[src/rtl/elevator_pkg.sv]
// Shared types and encodings for the elevator dispatch controller.
//   slot_st_e : state of one trip slot (FREE / WAIT / RIDE)
//   fsm_st_e  : car scheduler state (IDLE / MOVE / DOOR)
//   DIR_*     : ev_dir output encodings
package elevator_pkg;

    typedef enum logic [1:0] {
        SLOT_FREE = 2'd0,
        SLOT_WAIT = 2'd1,
        SLOT_RIDE = 2'd2
    } slot_st_e;

    typedef enum logic [1:0] {
        ST_IDLE = 2'd0,
        ST_MOVE = 2'd1,
        ST_DOOR = 2'd2
    } fsm_st_e;

    localparam logic [1:0] DIR_STOP = 2'b00;
    localparam logic [1:0] DIR_UP   = 2'b01;
    localparam logic [1:0] DIR_DOWN = 2'b10;

    function automatic logic [1:0] dir_code(input logic moving, input logic up);
        if (!moving) return DIR_STOP;
        return up ? DIR_UP : DIR_DOWN;
    endfunction

endpackage

[src/rtl/elevator_dispatch_ctrl_if.sv]
// Request / car-status bundle between the hall/car front-end and the
// dispatch controller.
//   master : front-end side, drives req_valid/req_src/req_dest/req_dir
//   slave  : controller side, drives req_ready/req_err, ev_floor/ev_dir/
//            ev_door, busy, done_valid/done_slot
interface elevator_dispatch_ctrl_if #(
    parameter int FLOOR_W = 3,
    parameter int SLOT_W  = 2
);
    logic               req_valid;
    logic               req_ready;
    logic [FLOOR_W-1:0] req_src;
    logic [FLOOR_W-1:0] req_dest;
    logic               req_dir;
    logic               req_err;
    logic [FLOOR_W-1:0] ev_floor;
    logic [1:0]         ev_dir;
    logic               ev_door;
    logic               busy;
    logic               done_valid;
    logic [SLOT_W-1:0]  done_slot;

    modport master (
        output req_valid, req_src, req_dest, req_dir,
        input  req_ready, req_err, ev_floor, ev_dir, ev_door, busy,
               done_valid, done_slot
    );

    modport slave (
        input  req_valid, req_src, req_dest, req_dir,
        output req_ready, req_err, ev_floor, ev_dir, ev_door, busy,
               done_valid, done_slot
    );
endinterface

[src/rtl/elevator_dispatch_ctrl_car_motion.sv]
// Car model: floor register, per-floor travel timer and door dwell timer.
//   clk, rst_n  : clock, synchronous active-low reset
//   move_req    : car is travelling; timer runs while high
//   dir_up      : travel direction for the current floor step
//   door_req    : one-cycle pulse, opens the door for DOOR_CYCLES cycles
//   floor       : current floor
//   next_floor  : floor the car holds after this edge (differs on arrive)
//   arrive      : last cycle of a floor step; floor changes at this edge
//   door_open   : door is open
//   door_done   : last open cycle of the door
module car_motion #(
    parameter int NUM_FLOORS  = 8,
    parameter int FLOOR_W     = 3,
    parameter int MOVE_CYCLES = 10,
    parameter int DOOR_CYCLES = 30
) (
    input  logic               clk,
    input  logic               rst_n,
    input  logic               move_req,
    input  logic               dir_up,
    input  logic               door_req,
    output logic [FLOOR_W-1:0] floor,
    output logic [FLOOR_W-1:0] next_floor,
    output logic               arrive,
    output logic               door_open,
    output logic               door_done
);
    localparam int MW = $clog2(MOVE_CYCLES + 1);
    localparam int DW = $clog2(DOOR_CYCLES + 1);
    localparam logic [MW-1:0]      MOVE_LOAD = MW'(MOVE_CYCLES);
    localparam logic [DW-1:0]      DOOR_LOAD = DW'(DOOR_CYCLES);
    localparam logic [FLOOR_W-1:0] TOP_FLOOR = FLOOR_W'(NUM_FLOORS - 1);

    logic [MW-1:0]      move_cnt_q, move_cnt_d, move_rem;
    logic [DW-1:0]      door_cnt_q, door_cnt_d;
    logic [FLOOR_W-1:0] floor_q, floor_d;

    // A zero move count means "no step in progress"; the first travelling
    // cycle behaves as if the counter had just been loaded.
    always_comb begin
        move_rem   = (move_cnt_q == '0) ? MOVE_LOAD : move_cnt_q;
        arrive     = move_req && (move_rem == MW'(1));
        move_cnt_d = '0;
        if (move_req && !arrive) move_cnt_d = move_rem - MW'(1);

        floor_d = floor_q;
        if (arrive) begin
            if (dir_up) begin
                if (floor_q != TOP_FLOOR) floor_d = floor_q + FLOOR_W'(1);
            end else begin
                if (floor_q != '0) floor_d = floor_q - FLOOR_W'(1);
            end
        end

        door_open  = (door_cnt_q != '0);
        door_done  = (door_cnt_q == DW'(1));
        door_cnt_d = '0;
        if (door_req)       door_cnt_d = DOOR_LOAD;
        else if (door_open) door_cnt_d = door_cnt_q - DW'(1);
    end

    always_ff @(posedge clk) begin
        if (!rst_n) begin
            move_cnt_q <= '0;
            door_cnt_q <= '0;
            floor_q    <= '0;
        end else begin
            move_cnt_q <= move_cnt_d;
            door_cnt_q <= door_cnt_d;
            floor_q    <= floor_d;
        end
    end

    assign floor      = floor_q;
    assign next_floor = floor_d;

endmodule

[src/rtl/elevator_dispatch_ctrl.sv]
// Directional-collective (SCAN) elevator dispatcher with NUM_SLOTS trip slots.
//   clk, rst_n : clock, synchronous active-low reset
//   bus        : slave side of elevator_dispatch_ctrl_if (trip requests in,
//                car floor/direction/door, busy and trip-done pulses out)
//
//   state | meaning
//   IDLE  | no travel; waits for a stop, opens here or picks nearest direction
//   MOVE  | travelling one floor per MOVE_CYCLES in dir_up_q
//   DOOR  | door open DOOR_CYCLES; afterwards continue, reverse or idle
module elevator_dispatch_ctrl
    import elevator_pkg::*;
#(
    parameter int NUM_FLOORS  = 8,
    parameter int FLOOR_W     = 3,
    parameter int NUM_SLOTS   = 4,
    parameter int MOVE_CYCLES = 10,
    parameter int DOOR_CYCLES = 30
) (
    input  logic                    clk,
    input  logic                    rst_n,
    elevator_dispatch_ctrl_if.slave bus
);
    localparam int SLOT_W = (NUM_SLOTS > 1) ? $clog2(NUM_SLOTS) : 1;
    localparam int NF_PAD = 1 << FLOOR_W;

    slot_st_e           slot_q [NUM_SLOTS];
    slot_st_e           slot_d [NUM_SLOTS];
    logic [FLOOR_W-1:0] src_q  [NUM_SLOTS];
    logic [FLOOR_W-1:0] src_d  [NUM_SLOTS];
    logic [FLOOR_W-1:0] dest_q [NUM_SLOTS];
    logic [FLOOR_W-1:0] dest_d [NUM_SLOTS];

    fsm_st_e               state_q, state_d;
    logic                  dir_up_q, dir_up_d;
    logic [NUM_SLOTS-1:0]  pend_q, pend_d, pend_all, new_done, alloc_oh;
    logic                  done_valid_q, done_valid_d;
    logic [SLOT_W-1:0]     done_slot_q, done_slot_d;
    logic                  req_err_q, req_err_d;

    logic [NF_PAD-1:0]  stop_mask;
    logic               any_free, any_busy, req_ok, accept, found;
    logic               stops_up, stops_dn, choose_up, here, ahead, behind;
    int                 dist_up, dist_dn;
    logic               open_now, move_req, door_req;
    logic [FLOOR_W-1:0] cur_floor, eval_floor;
    logic               arrive, door_open, door_done;

    car_motion #(
        .NUM_FLOORS (NUM_FLOORS),
        .FLOOR_W    (FLOOR_W),
        .MOVE_CYCLES(MOVE_CYCLES),
        .DOOR_CYCLES(DOOR_CYCLES)
    ) u_car (
        .clk       (clk),
        .rst_n     (rst_n),
        .move_req  (move_req),
        .dir_up    (dir_up_q),
        .door_req  (door_req),
        .floor     (cur_floor),
        .next_floor(eval_floor),
        .arrive    (arrive),
        .door_open (door_open),
        .door_done (door_done)
    );

    assign move_req = (state_q == ST_MOVE);

    always_comb begin
        stop_mask = '0;
        any_free  = 1'b0;
        any_busy  = 1'b0;
        alloc_oh  = '0;
        for (int s = 0; s < NUM_SLOTS; s++) begin
            if (slot_q[s] == SLOT_WAIT) stop_mask[src_q[s]]  = 1'b1;
            if (slot_q[s] == SLOT_RIDE) stop_mask[dest_q[s]] = 1'b1;
            if (slot_q[s] == SLOT_FREE) begin
                if (!any_free) alloc_oh[s] = 1'b1;
                any_free = 1'b1;
            end else begin
                any_busy = 1'b1;
            end
        end
    end

    // Stops strictly above/below the floor being evaluated (the arrival
    // floor during an arrive cycle, otherwise the current floor).
    always_comb begin
        stops_up = 1'b0;
        stops_dn = 1'b0;
        dist_up  = NF_PAD;
        dist_dn  = NF_PAD;
        for (int f = 0; f < NF_PAD; f++) begin
            if (stop_mask[f]) begin
                if (f > int'(eval_floor)) begin
                    if (!stops_up) dist_up = f - int'(eval_floor);
                    stops_up = 1'b1;
                end else if (f < int'(eval_floor)) begin
                    dist_dn  = int'(eval_floor) - f;
                    stops_dn = 1'b1;
                end
            end
        end
        choose_up = stops_up && (!stops_dn || (dist_up <= dist_dn));
    end

    always_comb begin
        state_d  = state_q;
        dir_up_d = dir_up_q;
        door_req = 1'b0;
        open_now = 1'b0;
        here     = stop_mask[eval_floor];
        ahead    = dir_up_q ? stops_up : stops_dn;
        behind   = dir_up_q ? stops_dn : stops_up;
        case (state_q)
            ST_IDLE: begin
                if (here) begin
                    state_d  = ST_DOOR;
                    door_req = 1'b1;
                    open_now = 1'b1;
                end else if (stops_up || stops_dn) begin
                    state_d  = ST_MOVE;
                    dir_up_d = choose_up;
                end
            end
            ST_MOVE: begin
                if (arrive) begin
                    if (here) begin
                        state_d  = ST_DOOR;
                        door_req = 1'b1;
                        open_now = 1'b1;
                    end else if (!ahead) begin
                        if (behind) dir_up_d = !dir_up_q;
                        else        state_d  = ST_IDLE;
                    end
                end
            end
            ST_DOOR: begin
                if (door_done) begin
                    if (ahead) begin
                        state_d = ST_MOVE;
                    end else if (behind) begin
                        state_d  = ST_MOVE;
                        dir_up_d = !dir_up_q;
                    end else begin
                        state_d = ST_IDLE;
                    end
                end
            end
            default: state_d = ST_IDLE;
        endcase
    end

    always_comb begin
        req_ok = (bus.req_src != bus.req_dest)
              && (32'(bus.req_src)  < NUM_FLOORS)
              && (32'(bus.req_dest) < NUM_FLOORS)
              && (bus.req_dir ? (bus.req_src < bus.req_dest)
                              : (bus.req_src > bus.req_dest));
        accept = bus.req_valid && any_free;
    end

    // Slot updates happen on the edge the door opens; a slot accepted on
    // that same edge only becomes WAIT afterwards and waits for a later stop.
    always_comb begin
        slot_d    = slot_q;
        src_d     = src_q;
        dest_d    = dest_q;
        new_done  = '0;
        req_err_d = accept && !req_ok;
        for (int s = 0; s < NUM_SLOTS; s++) begin
            if (open_now) begin
                if (slot_q[s] == SLOT_WAIT && src_q[s] == eval_floor) begin
                    slot_d[s] = SLOT_RIDE;
                end else if (slot_q[s] == SLOT_RIDE && dest_q[s] == eval_floor) begin
                    slot_d[s]   = SLOT_FREE;
                    new_done[s] = 1'b1;
                end
            end
            if (accept && req_ok && alloc_oh[s]) begin
                slot_d[s] = SLOT_WAIT;
                src_d[s]  = bus.req_src;
                dest_d[s] = bus.req_dest;
            end
        end
    end

    // Completions from one stop drain one per cycle, lowest slot first.
    always_comb begin
        pend_all     = pend_q | new_done;
        pend_d       = pend_all;
        done_valid_d = 1'b0;
        done_slot_d  = '0;
        found        = 1'b0;
        for (int s = 0; s < NUM_SLOTS; s++) begin
            if (pend_all[s] && !found) begin
                found        = 1'b1;
                done_valid_d = 1'b1;
                done_slot_d  = SLOT_W'(s);
                pend_d[s]    = 1'b0;
            end
        end
    end

    always_ff @(posedge clk) begin
        if (!rst_n) begin
            state_q      <= ST_IDLE;
            dir_up_q     <= 1'b1;
            pend_q       <= '0;
            done_valid_q <= 1'b0;
            done_slot_q  <= '0;
            req_err_q    <= 1'b0;
            for (int s = 0; s < NUM_SLOTS; s++) begin
                slot_q[s] <= SLOT_FREE;
                src_q[s]  <= '0;
                dest_q[s] <= '0;
            end
        end else begin
            state_q      <= state_d;
            dir_up_q     <= dir_up_d;
            pend_q       <= pend_d;
            done_valid_q <= done_valid_d;
            done_slot_q  <= done_slot_d;
            req_err_q    <= req_err_d;
            slot_q       <= slot_d;
            src_q        <= src_d;
            dest_q       <= dest_d;
        end
    end

    assign bus.req_ready  = any_free;
    assign bus.req_err    = req_err_q;
    assign bus.ev_floor   = cur_floor;
    assign bus.ev_dir     = dir_code(state_q == ST_MOVE, dir_up_q);
    assign bus.ev_door    = door_open;
    assign bus.busy       = any_busy;
    assign bus.done_valid = done_valid_q;
    assign bus.done_slot  = done_slot_q;

endmodule

[src/flat_wrapper.sv]
// flat-port wrapper written by rule: the top's interface ports become plain ports
module elevator_dispatch_ctrl_flat import elevator_pkg::*;
#(
    parameter int NUM_FLOORS  = 8,
    parameter int FLOOR_W     = 3,
    parameter int NUM_SLOTS   = 4,
    parameter int MOVE_CYCLES = 10,
    parameter int DOOR_CYCLES = 30
)
  (clk, rst_n, bus_req_valid, bus_req_src, bus_req_dest, bus_req_dir, bus_req_ready, bus_req_err, bus_ev_floor, bus_ev_dir, bus_ev_door, bus_busy, bus_done_valid, bus_done_slot);
  elevator_dispatch_ctrl_if #(.FLOOR_W(FLOOR_W), .SLOT_W((1))) bus_i ();
  input  logic clk;
  input  logic rst_n;
  input wire logic [$bits(bus_i.req_valid)-1:0] bus_req_valid;
  input wire logic [$bits(bus_i.req_src)-1:0] bus_req_src;
  input wire logic [$bits(bus_i.req_dest)-1:0] bus_req_dest;
  input wire logic [$bits(bus_i.req_dir)-1:0] bus_req_dir;
  output wire logic [$bits(bus_i.req_ready)-1:0] bus_req_ready;
  output wire logic [$bits(bus_i.req_err)-1:0] bus_req_err;
  output wire logic [$bits(bus_i.ev_floor)-1:0] bus_ev_floor;
  output wire logic [$bits(bus_i.ev_dir)-1:0] bus_ev_dir;
  output wire logic [$bits(bus_i.ev_door)-1:0] bus_ev_door;
  output wire logic [$bits(bus_i.busy)-1:0] bus_busy;
  output wire logic [$bits(bus_i.done_valid)-1:0] bus_done_valid;
  output wire logic [$bits(bus_i.done_slot)-1:0] bus_done_slot;
  assign bus_i.req_valid = bus_req_valid;
  assign bus_i.req_src = bus_req_src;
  assign bus_i.req_dest = bus_req_dest;
  assign bus_i.req_dir = bus_req_dir;
  assign bus_req_ready = bus_i.req_ready;
  assign bus_req_err = bus_i.req_err;
  assign bus_ev_floor = bus_i.ev_floor;
  assign bus_ev_dir = bus_i.ev_dir;
  assign bus_ev_door = bus_i.ev_door;
  assign bus_busy = bus_i.busy;
  assign bus_done_valid = bus_i.done_valid;
  assign bus_done_slot = bus_i.done_slot;
  elevator_dispatch_ctrl #(.NUM_FLOORS(NUM_FLOORS), .FLOOR_W(FLOOR_W), .NUM_SLOTS(NUM_SLOTS), .MOVE_CYCLES(MOVE_CYCLES), .DOOR_CYCLES(DOOR_CYCLES)) u_core (.clk(clk), .rst_n(rst_n), .bus(bus_i));
endmodule
[config.mk]
export PLATFORM = sky130hd
export DESIGN_NAME = elevator_dispatch_ctrl_flat
export DESIGN_NICKNAME = d
export VERILOG_FILES = /design/src/rtl/elevator_pkg.sv /design/src/rtl/elevator_dispatch_ctrl_if.sv /design/src/rtl/elevator_dispatch_ctrl_car_motion.sv /design/src/rtl/elevator_dispatch_ctrl.sv /design/src/flat_wrapper.sv
export SDC_FILE = /design/constraint.sdc
export NUM_CORES = 1
export LEC_CHECK = 0
export ABC_AREA = 0
export CORE_MARGIN = 5
export CORE_UTILIZATION = 40
export CTS_CLUSTER_DIAMETER = 50
export DETAILED_ROUTE_END_ITERATION = 16
export SLEW_MARGIN = 20
export SYNTH_ARGS = -nofsm -noshare
export SYNTH_HDL_FRONTEND = slang
export SYNTH_SLANG_ARGS = --single-unit
[constraint.sdc]
create_clock -name clk -period 11.5 [get_ports clk]
set_input_delay 1.725 -clock clk [delete_from_list [all_inputs] [get_ports clk]]
set_output_delay 1.725 -clock clk [all_outputs]
set_load 0.005 [all_outputs]
run_1/flops_by_reg.png
Drawn at 2 px/micron. Other sequential cells in the stronger grey, the rest of the logic in the fainter grey.
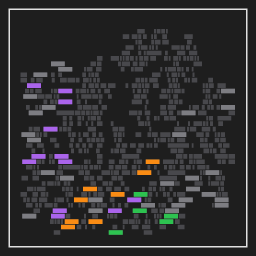
[u_core.slot_q] orange | flops: 8
[u_core.dest_q] purple | flops: 12
[u_core.u_car.door_cnt_q] green | flops: 5 | where: bottom centre
not coloured: 28

run_1/wires.png
Drawn at 3 px/micron.
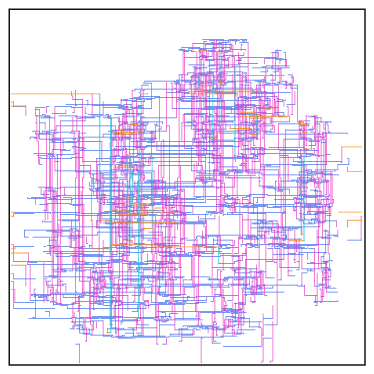
[metal 1] blue | wire length: 6,190 microns
[metal 3] orange | wire length: 518 microns
[metal 4] cyan | wire length: 469 microns
[metal 2] magenta | wire length: 6,070 microns

run_1/io_placement.png
Drawn at 2 px/micron. Pins as bars across the die edge, other pins in grey.
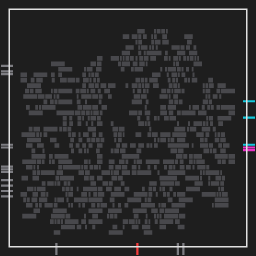
[bus_ev_floor] cyan | pins: 3 | direction: output | edge: right
[bus_ev_dir] magenta | pins: 2 | direction: output | edge: right
[bus_ev_door] red | pins: 1 | direction: output | edge: bottom

run_1/io_fan.png
Drawn at 3 px/micron.
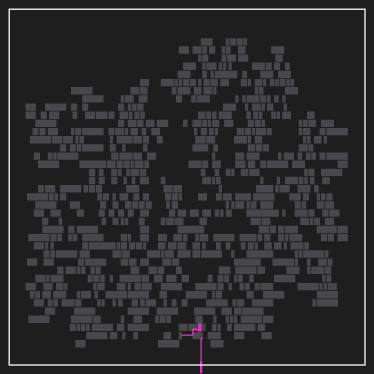
[bus_ev_door] magenta | bits: 1 | direction: output | edge: bottom | end cells: 1 | buffers: 1 | wire: 17.4 microns

==> job_summary.md, run 1 <==
## PnR job results

| Metric | Value |
|---|---|
| Status | completed |
| R2r worst-path depth | 25 |
| Max Root-Sink Buffers | 2 |
| N_diodes | 0 |
| Most frequent CP cell | ha_1 |
| Post-layout min period | 5.69 ns |
| Via Count | 4,467 |
| OpenROAD warning count | 38 |
| DIE AREA | 0.0139 sq mm |
| Warnings from Yosys | 0 |
| GPL Wtd Cong | about 0.94 |
| CTS Buf Count | 5 |
| 1st-pass router iterations | 5 |
| CP bufs+invs | 2 |
| Final Util | 0.445 |
| Maximum VDD drop | a little under 80 uV |
| Initial antenna violation count | 0 |
| Chip Area, Yosys | around 0.0047 sq mm |
| Worst r2r src | u_core.state_q[1] |
| Worst Hold Launch | u_core.u_car.move_cnt_q[0] |
| Worst Setup Slack, final | roughly 5.8 ns |
| Worst slew pin tran | roughly 0.92 ns |
| Clk_skew | ~0.006 ns |
| Mapped Area | 0.00467 sq mm |
| Max-cap violations | 0 |
| Pwr Density | ~100 mW/mm^2 |
| Critical Path End Type | flip-flop |
| Post-route cell area | 0.00508 sq mm |
| Final setup viols | 0 |
| TNS Setup | 0 ns |
| Hold path depth | 1 |
| Top routing layer in use | met4 |
| Final Net Count | about 640 |
| Insertion Delay late pin | roughly 0.29 ns |
| Core ar. | 0.0114 sq mm |
| Residual DRC | 0 |
| Clk sinks | 53 |
| Footprint of the multi-input gates | 0.00335 sq mm |
| Synth Net Count | 634 |
| Largest area contributor in the netlist | dfxtp_1 |
| Average wire per cell in the routed design | around 18 microns |
| Commonest flop | dfxtp_1 |
| Hold crit path type | flip-flop to flip-flop |
| NetSw | around 0.17 mW |
| Sw frac | 0.316 |
| Pin count of the biggest net entering global routing | 51 |
| RSZ-0062 raised after global routing | false |
| Maximum clock frequency | ~180 MHz |
[run 1: state kept, by name (all words and copies together) (netlist names)]
register,cells
u_core.dest_q,12
u_core.src_q,12
u_core.slot_q,8
u_core.u_car.door_cnt_q,5
u_core.u_car.move_cnt_q,4
u_core.pend_q,3
u_core.u_car.floor,3
u_core.state_q,2
u_core.bus.done_valid,1
u_core.bus.req_err,1
u_core.dir_up_q,1
u_core.done_slot_q,1
[run 1: cell usage after synthesis (all sizes together) (3+ instances only)]
cell / n
a22o: 3
and2: 7
o32ai: 6
nor2: 54
nor2b: 29
a21o: 4
o21a: 4
a31oi: 11
buf: 12
o22ai: 25
nor4: 14
xnor2: 28
o21ai: 19
inv: 31
nor3: 21
a221oi: 3
ha: 28
nand3b: 12
o21bai: 3
nand4: 6
a211oi: 7
and3: 3
or3b: 6
nand3: 17
mux2i: 20
a21oi: 33
nand2b: 18
nand2: 45
nand4b: 3
clkbuf: 13
nor3b: 4
or2: 6
dfxtp: 53
a21boi: 8
o31ai: 4
[run 1: power by group through the flow]
stage | combinational [mW] | clock (mW) | sequential, mW
6_report | 0.144 | 0.168 | 0.216
5_1_grt | 0.161 | 0.180 | 0.219
4_1_cts | 0.145 | 0.172 | 0.216
3_5_place_dp | 0.143 | 0 | 0.220
3_3_place_gp | 0.140 | 0 | 0.219
2_1_floorplan | 0.109 | 0 | 0.211
[run 1: area by class of cell]
type	instances	area share
multi-input combinational	487	0.660
sequential	53	0.209
timing repair buffer	21	0.0409
tap	143	0.0352
clock buffer	5	0.0246
inverter	31	0.0234
clock inverter	2	0.00690
[run 1: cells by family (layout without fill, tap and decap cells)]
group / after synthesis / after routing / synth area share
buffers and inverters: 56 / 59 / 0.0549
multiplexers: 21 / 21 / 0.0453
flip-flops: 53 / 53 / 0.227
adder cells (fa/ha/maj): 28 / 28 / 0.0750
AND/OR/NAND/NOR: 255 / 255 / 0.309
AND-OR/OR-AND: 154 / 154 / 0.233
XOR/XNOR: 29 / 29 / 0.0560
[run 1: layout by cell type, fill, tap and decap left out, types with 6 or more instances in the layout]
cell and count:
a211oi_1 7, a21boi_0 6, a21oi_1 30, a31oi_1 11
and2_1 6, clkdlybuf4s50_1 20, dfxtp_1 53, ha_1 28
inv_1 28, mux2i_1 20, nand2_1 45, nand2b_1 18
nand3_1 17, nand3b_1 11, nand4_1 6, nor2_1 54
nor2b_1 29, nor3_1 21, nor4_1 8, o21ai_0 17
o22ai_1 25, o32ai_1 6, xnor2_1 27
[run 1: how the worst max path moves through the flow]
stage	start	endpoint	slack (ns)	cells after the start
finish	u_core.state_q[1]	u_core.dir_up_q	5.81	25
global route	u_core.state_q[1]	u_core.dir_up_q	5.32	24
CTS	u_core.state_q[1]	u_core.dir_up_q	5.81	25
detailed placement	u_core.state_q[1]	u_core.dir_up_q	5.84	25
global placement	u_core.state_q[1]	u_core.dir_up_q	5.98	25
floorplan	u_core.state_q[1]	u_core.dir_up_q	6.77	27
[run 1: per-layer routing]
metal,vias up,GRT usage
li1,2186,-
met1,2094,0.251
met5,-,0
met4,0,0.0753
met3,37,0.0245
met2,150,0.306
==> inputs of run 2 (changes only) <==
clock period = 5.3 ns   (was 11.5 ns; I/O delays follow)
run_2/congestion.png
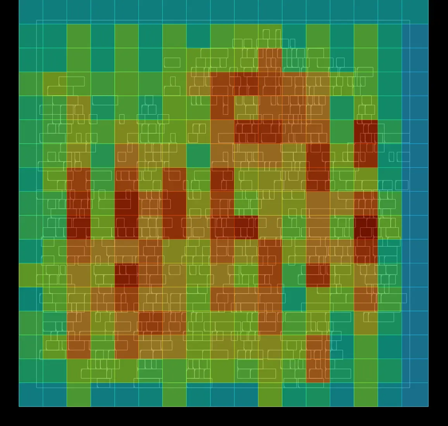
grt met2 use: 0.334
gr usage total: 0.191

==> run 2 against run 1 <==
Area after synthesis unchanged; critical endpoint unchanged; global-route usage increased by 0.27 points; largest cell class unchanged; design area increased by 2.2%; routed wire length increased by 1.9%; clock power increased by 110%.
==> job_summary.md, run 2 <==
## PnR job results

| Metric | Value |
|---|---|
| RSZ-0062 raised after global routing | false |
| Yosys xor share | 0.0560 |
| GPL Wtd Cong | 0.991 |
| Hold crit path type | flip-flop to flip-flop |
| Final Net Count | 650 |
| Mapped Area | 0.00467 sq mm |
| Worst r2r src | u_core.state_q[1] |
| Final setup viols | 0 |
| Initial antenna violation count | 0 |
| Worst Setup EP | u_core.dir_up_q |
| R2r worst-path depth | 25 |
| Simple share | 0.309 |
| Status | completed |
| Max Root-Sink Buffers | 2 |
| CP bufs+invs | 3 |
| Max-cap violations | 0 |
| Largest registers | u_core.dest_q x12, u_core.src_q x12, u_core.slot_q x8 |
| Worst slew pin tran | roughly 0.86 ns |
| NetSw | between 0.3 and 0.4 mW |
| Cell with the most instances after synthesis | nor2_1 |
| Residual DRC | 0 |
| Maximum VDD drop | between 150 and 200 uV |
| Final Util | 0.455 |
| Synth Net Count | roughly 630 |
| Critical Path End Type | flip-flop |
| Commonest flop | dfxtp_1 |
| Clk sinks | about 53 |
| Most frequent logic cells in the routed design | nor2_1, dfxtp_1, nand2_1 |
| Sw frac | 0.321 |
| Pwr Density | between 200 and 250 mW/mm^2 |
| Largest area contributor in the netlist | dfxtp_1 |
| Average wire per cell in the routed design | around 18 microns |
| TNS Setup | 0 ns |
| OpenROAD warning count | 38 |
| Post-layout min period | 4.94 ns |
| M1 GR Usage | 0.242 |
| Warnings from Yosys | 0 |
| DIE AREA | between 0.01 and 0.015 sq mm |
| Post-synth mux share | 0.0453 |
| Largest family of logic cells by area | simple AND/OR/NAND/NOR gates |
| Chip Area, Yosys | 0.00467 sq mm |
| Insertion Delay late pin | 0.29 ns |
| Maximum clock frequency | about 200 MHz |
| CTS Buf Count | 5 |
==> run 2: cell count changes in the layout (fill, tap and decap cells not counted), sizes merged <==
cell and delta:
buf +13, bufinv -1, clkbuf +2
==> run 2: per-layer routing <==
| metal | vias to the layer above | part of all wire |
|---|---|---|
| li1 | 2207 | - |
| met1 | 2110 | 0.45 |
| met2 | 136 | 0.49 |
| met3 | 20 | 0.042 |
| met4 | 0 | 0.018 |
| met5 | - | 0 |
==> run 2: power by group through the flow <==
stage	clock network, mW	registers, mW	logic [mW]
floorplan	0	0.458	0.237
global placement	0	0.476	0.307
detailed placement	0	0.477	0.311
CTS	0.356	0.468	0.314
global route	0.371	0.474	0.352
finish	0.346	0.469	0.313
==> run 2: kinds of logic after synthesis <==
group,count (synthesis)
multiplexers,21
XOR/XNOR,29
flip-flops,53
AND-OR/OR-AND,154
buffers and inverters,56
AND/OR/NAND/NOR,255
adder cells (fa/ha/maj),28
==> run 2: through the flow <==
stage | setup WS [ns] | area, sq um | power [mW]
global placement | 0.285 | 5000 | 0.783
global route | 0.0456 | 5190 | 1.20
finish | 0.357 | 5190 | 1.13
detailed placement | 0.120 | 5000 | 0.789
floorplan | 0.574 | 4670 | 0.695
CTS | 0.0724 | 5160 | 1.14
==> run 2: final cells by class <==
type	count	area, sq um	area share
clock buffers	7	153	0.0294
clock inverters	1	5.00	0.000964
inverters	31	119	0.0229
multi-input cells	487	3370	0.649
flip-flops and latches	53	1060	0.204
well taps	143	179	0.0345
repair buffers	34	305	0.0588
==> run 2: how the worst min path moves through the flow <==
stage                                           from                          to  slack (ns)
after floorplan           u_core.u_car.move_cnt_q[0]  u_core.u_car.move_cnt_q[0]        0.43
after global placement    u_core.u_car.move_cnt_q[0]  u_core.u_car.move_cnt_q[0]        0.45
after detailed placement  u_core.u_car.move_cnt_q[0]  u_core.u_car.move_cnt_q[0]        0.46
after CTS                 u_core.u_car.move_cnt_q[0]  u_core.u_car.move_cnt_q[0]        0.48
after global routing      u_core.u_car.move_cnt_q[0]  u_core.u_car.move_cnt_q[0]        0.53
final                     u_core.u_car.move_cnt_q[0]  u_core.u_car.move_cnt_q[0]        0.47
==> run 2: timing repair <==
item,4_1_cts,5_1_grt
setup endpoints to repair,0,1
gates resized,0,4
endpoints found under the hold margin,0,0
buffers inserted,0,2
Power figures rest on the tool's default switching activity, not on a simulated workload.
